[config.mk]
export PLATFORM = sky130hd
export DESIGN_NAME = obi_ram_arbiter
export DESIGN_NICKNAME = d
export VERILOG_FILES = /design/src/rtl/obi_ram_arbiter.sv
export SDC_FILE = /design/constraint.sdc
export NUM_CORES = 1
export LEC_CHECK = 0
export CAP_MARGIN = 20
export CORE_AREA = 4 4 94 96
export CTS_CLUSTER_SIZE = 14
export DETAILED_ROUTE_END_ITERATION = 10
export DIE_AREA = 0 0 98 100
export GPL_ROUTABILITY_DRIVEN = 0
export PLACE_DENSITY = 0.65
export SYNTH_ARGS = -nofsm -noshare
export SYNTH_HDL_FRONTEND = slang
export SYNTH_SLANG_ARGS = --single-unit
export TNS_END_PERCENT = 10
[constraint.sdc]
create_clock -name clk_i -period 2.7 [get_ports clk_i]
set_input_delay 0.675 -clock clk_i [delete_from_list [all_inputs] [get_ports clk_i]]
set_output_delay 0.675 -clock clk_i [all_outputs]
set_load 0.05 [all_outputs]
[src/rtl/obi_ram_arbiter.sv]
`default_nettype none
// =============================================================================
// obi_ram_arbiter : one single-port memory shared by an OBI fetch and data port.
// Revision: 1.0
// =============================================================================
module obi_ram_arbiter #(
  parameter int ADDR_WIDTH  = 22,
  parameter int RAM_LATENCY = 1,
  parameter int MAX_STALL   = 4
) (
  input  logic                  clk_i,
  input  logic                  rst_i,

  input  logic                  instr_req_i,
  input  logic [ADDR_WIDTH-1:0] instr_addr_i,
  output logic                  instr_gnt_o,
  output logic                  instr_rvalid_o,
  output logic [31:0]           instr_rdata_o,

  input  logic                  data_req_i,
  input  logic [ADDR_WIDTH-1:0] data_addr_i,
  input  logic                  data_we_i,
  input  logic [3:0]            data_be_i,
  input  logic [31:0]           data_wdata_i,
  output logic                  data_gnt_o,
  output logic                  data_rvalid_o,
  output logic [31:0]           data_rdata_o,

  output logic                  ram_en_o,
  output logic [ADDR_WIDTH-1:0] ram_addr_o,
  output logic                  ram_we_o,
  output logic [3:0]            ram_be_o,
  output logic [31:0]           ram_wdata_o,
  input  logic [31:0]           ram_rdata_i
);

  localparam logic [3:0] STALL_LIMIT = 4'(MAX_STALL);

  logic [3:0] stall_cnt_q;
  logic [3:0] stall_cnt_d;
  logic       fetch_forced;
  logic       instr_gnt;
  logic       data_gnt;

  // ---------------------------------------------------------------------------
  // Arbitration: data has priority until fetch has lost MAX_STALL times in a row.
  // Grants are held low during reset so nothing reaches the memory then.
  // ---------------------------------------------------------------------------
  assign fetch_forced = (stall_cnt_q == STALL_LIMIT);
  assign instr_gnt    = ~rst_i & instr_req_i & (~data_req_i | fetch_forced);
  assign data_gnt     = ~rst_i & data_req_i & ~instr_gnt;

  assign instr_gnt_o  = instr_gnt;
  assign data_gnt_o   = data_gnt;

  always_comb begin
    stall_cnt_d = stall_cnt_q;
    if (!instr_req_i || instr_gnt) begin
      stall_cnt_d = 4'd0;
    end else if (stall_cnt_q < STALL_LIMIT) begin
      stall_cnt_d = stall_cnt_q + 4'd1;
    end
  end

  always_ff @(posedge clk_i or posedge rst_i) begin
    if (rst_i) begin
      stall_cnt_q <= 4'd0;
    end else begin
      stall_cnt_q <= stall_cnt_d;
    end
  end

  // ---------------------------------------------------------------------------
  // Memory drive
  // ---------------------------------------------------------------------------
  always_comb begin
    ram_en_o    = 1'b0;
    ram_addr_o  = '0;
    ram_we_o    = 1'b0;
    ram_be_o    = 4'h0;
    ram_wdata_o = 32'h0;
    if (instr_gnt) begin
      ram_en_o   = 1'b1;
      ram_addr_o = instr_addr_i;
      ram_be_o   = 4'hF;
    end else if (data_gnt) begin
      ram_en_o    = 1'b1;
      ram_addr_o  = data_addr_i;
      ram_we_o    = data_we_i;
      ram_be_o    = data_be_i;
      ram_wdata_o = data_wdata_i;
    end
  end

  // ---------------------------------------------------------------------------
  // Response pipeline: one {valid, owner} stage per cycle of memory latency.
  // owner = 1 marks a data-port transaction.
  // ---------------------------------------------------------------------------
  logic [RAM_LATENCY-1:0] pipe_valid_q;
  logic [RAM_LATENCY-1:0] pipe_owner_q;

  generate
    if (RAM_LATENCY > 1) begin : g_deep_pipe
      always_ff @(posedge clk_i or posedge rst_i) begin
        if (rst_i) begin
          pipe_valid_q <= '0;
          pipe_owner_q <= '0;
        end else begin
          pipe_valid_q <= {pipe_valid_q[RAM_LATENCY-2:0], ram_en_o};
          pipe_owner_q <= {pipe_owner_q[RAM_LATENCY-2:0], data_gnt};
        end
      end
    end else begin : g_single_pipe
      always_ff @(posedge clk_i or posedge rst_i) begin
        if (rst_i) begin
          pipe_valid_q <= '0;
          pipe_owner_q <= '0;
        end else begin
          pipe_valid_q <= ram_en_o;
          pipe_owner_q <= data_gnt;
        end
      end
    end
  endgenerate

  assign instr_rvalid_o = pipe_valid_q[RAM_LATENCY-1] & ~pipe_owner_q[RAM_LATENCY-1];
  assign data_rvalid_o  = pipe_valid_q[RAM_LATENCY-1] &  pipe_owner_q[RAM_LATENCY-1];

  assign instr_rdata_o  = instr_rvalid_o ? ram_rdata_i : 32'h0;
  assign data_rdata_o   = data_rvalid_o  ? ram_rdata_i : 32'h0;

endmodule
`default_nettype wire

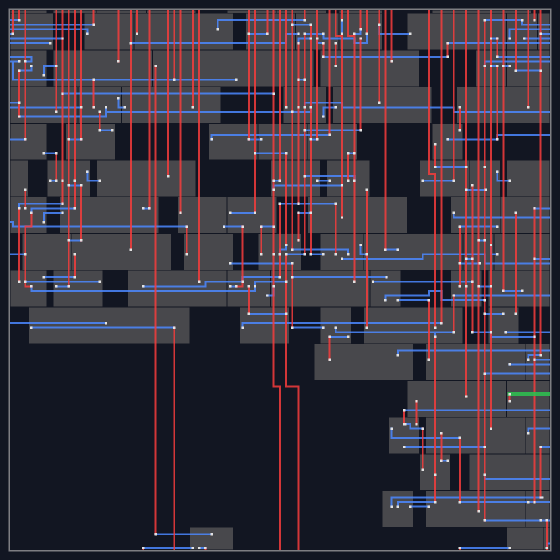
(run_1/closeup.png)
Window x 29 to 69, y 50 to 90 um. Cells in gray, sequential cells in the stronger gray; small squares are vias.
legend:
  blue:
    layer: M1
  red:
    layer: M2
  green:
    layer: M3
sequential cells in the window: 0
cells with their middle in the window: 71
most frequent: buf_12 (24), clkdlybuf4s50_1 (18), a22o_1 (12)

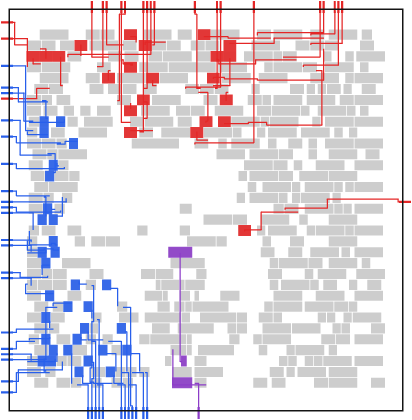
(run_1/port_trees.png)
Drawn at 4 px/um.
legend:
  blue:
    port: `ram_wdata_o`
    bits: 32
    direction: output
    edge: 20 left, 12 bottom
    end_cells: 32
    buffers: 32
    wire: 621 um
  purple:
    port: `data_req_i`
    bits: 1
    direction: input
    edge: bottom
    end_cells: 3
    buffers: 2
    wire: 52.3 um
  red:
    port: `instr_addr_i`
    bits: 22
    direction: input
    edge: 18 top, 3 left, 1 right
    end_cells: 22
    buffers: 22
    wire: 699 um

==> impl_metrics.tcl, run 1 <==
# yosys + openroad results
set metrics [dict create \
    wl_met3_um 870 \
    grtUsageMet1 0.185 \
    comb_cells 145 \
    path_delay_family "buffers and inverters" \
    reg_top3 "stall_cnt_q: 4 flops, pipe_owner_q: 1 flops, pipe_valid_q: 1 flops" \
    edf_count 0 \
    swShare 0.437 \
    top_power_group "combinational cells" \
    seqCellArea_um2 150 \
    power_density_nw_per_um2 250 \
    outcome "finished, final reports clean" \
    place_area_um2 4690 \
    yosys_area_um2 1270 \
    inv_count 3 \
    clkCellAreaFrac 0.00856 \
    dp_hpwl_um 7850 \
    wl_um 9110 \
    met3_usage 0.0493 \
    final_util 0.599 \
    top_usage_layer "met2" \
    die_y_um 100 \
]
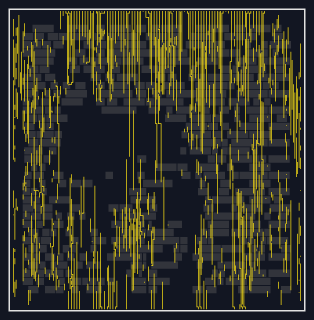
(run_1/m2.png)
Drawn at 3 px/um.
longest straight run: 46.8 um
main direction: vertical
nets with wire on the layer: 469

==> run 1 -> run 2 <==
Settings changed: CTS_CLUSTER_SIZE 14 to 12.
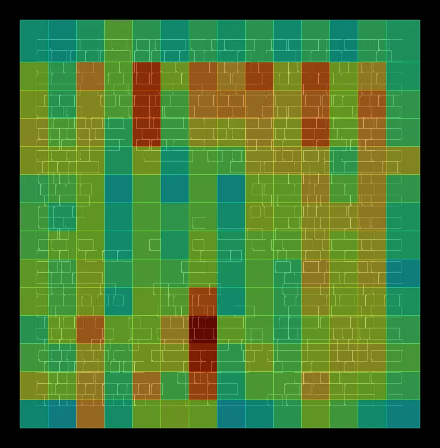
(run_2/congestion_map.png)
mean routed wirelength per cell: 17.5 um
busiest layer in global routing: met2
Tot GR Track Use: 0.168
Final Util: 0.599

==> run 2 against run 1 <==
Compared with the run above: clock power about the same; hold slack unchanged; register-to-register slack about the same; critical path type unchanged.
==> impl_metrics.tcl, run 2 <==
# yosys + openroad results
set metrics [dict create \
    outcome "finished, final reports clean" \
    p_sw_uw 528 \
    path_delay_family "buffers and inverters" \
    die_y_um 100 \
    grtUsageMet1 0.185 \
    ir_drop_v 0.000141 \
    clockBufferCount 3 \
    place_area_um2 4690 \
    dp_hpwl_um 7850 \
    edf_count 0 \
    clkCellAreaFrac 0.00856 \
    inv_count 3 \
    top_register "stall_cnt_q" \
    met3_usage 0.0493 \
    power_density_nw_per_um2 250 \
    reg_top3 "stall_cnt_q: 4 flops, pipe_owner_q: 1 flops, pipe_valid_q: 1 flops" \
    swShare 0.437 \
    mostFrequentLayoutCells "clkdlybuf4s50_1 (113), buf_12 (95), and3_1 (65)" \
    hold_viol_final 0 \
    synth_area_per_cell_um2 7.24 \
    setup_viol_count_final 0 \
    yosys_area_um2 1270 \
    wl_met3_um 870 \
    comb_cells 145 \
    seqCellArea_um2 150 \
    pwr-share-seq 0.085 \
    top_area_frac 0.319 \
]
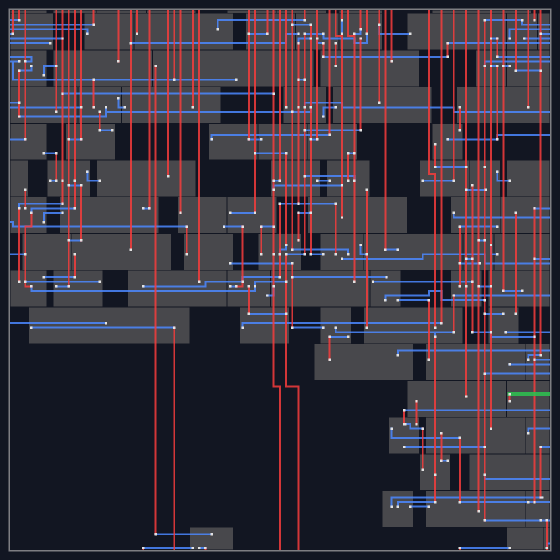
(run_2/closeup.png)
Window x 29 to 69, y 50 to 90 um. Cells in gray, sequential cells in the stronger gray; small squares are vias.
legend:
  red:
    layer: M2
  green:
    layer: M3
  blue:
    layer: M1
sequential cells in the window: 0
most frequent: buf_12 (24), clkdlybuf4s50_1 (18), a22o_1 (12)
cells with their middle in the window: 71

==> run 2 -> run 3 <==
Settings changed: CAP_MARGIN 20 to 40, CTS_CLUSTER_SIZE 12 to not set.
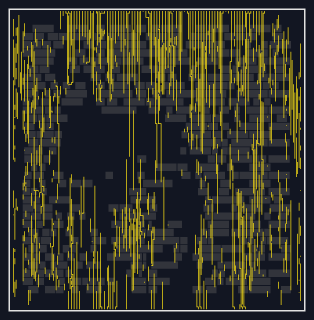
(run_3/m2.png)
Drawn at 3 px/um.
via count: 2268
grt met2 use: 0.327

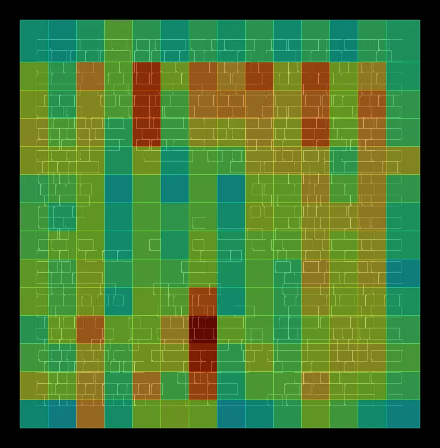
(run_3/congestion_map.png)
grt met3 use: 0.0493
met1 usage: 0.185

==> run 3 against run 2 <==
Compared with the run above: synthesized cell count did not move; sequential power is essentially flat; clock power hardly changed; first-iteration DRC count did not move; fmax is the same; global-route usage unchanged; cell area stayed put; die area unchanged; critical path type unchanged; critical endpoint unchanged; largest power group unchanged.
==> impl_metrics.tcl, run 3 <==
# yosys + openroad results
set metrics [dict create \
    clockBufferCount 3 \
    first_pass_iters 4 \
    clkCellAreaFrac 0.00856 \
    top_usage_layer "met2" \
    comb_cells 145 \
    synthCells 176 \
    period_minus_slack_ns 2.60 \
    final_util 0.599 \
    crit_fanout 11 \
    path_delay_family "buffers and inverters" \
    cts.path.max_buffers 2 \
    simple_gate_share 0.570 \
    top_area_frac 0.319 \
    power_density_nw_per_um2 250 \
    wl_um 9110 \
    routedWlPerCell_um 17.5 \
    grt_pass1_vias 2340 \
    yosys_area_um2 1270 \
    pwr-share-seq 0.085 \
    dp_cells 514 \
    warnings 27 \
    reg_top3 "stall_cnt_q: 4 flops, pipe_owner_q: 1 flops, pipe_valid_q: 1 flops" \
    yosysCellCount 176 \
    ir_drop_v 0.000141 \
    p_sw_uw 528 \
    hold_viol_final 0 \
    dp_hpwl_um 7850 \
    largest_cell_class "non-clock buffers" \
    wl_met3_um 870 \
    edf_count 0 \
    outcome "finished, final reports clean" \
    sh_seq_area 0.0311 \
    top_register "stall_cnt_q" \
    top_power_group "combinational cells" \
    seqCellArea_um2 150 \
    setup_viol_count_final 0 \
    grt_usage 0.168 \
    grt_antenna_before_repair 0 \
    place_area_um2 4690 \
    synth_area_per_cell_um2 7.24 \
    path_clk_slew_ns 0.03 \
    async_reset_ff_frac 1.00 \
    holdWs_ns 0.562 \
    swShare 0.437 \
    die_y_um 100 \
    mostFrequentLayoutCells "clkdlybuf4s50_1 (113), buf_12 (95), and3_1 (65)" \
    inv_count 3 \
]
Power and IR drop assume default switching activity.
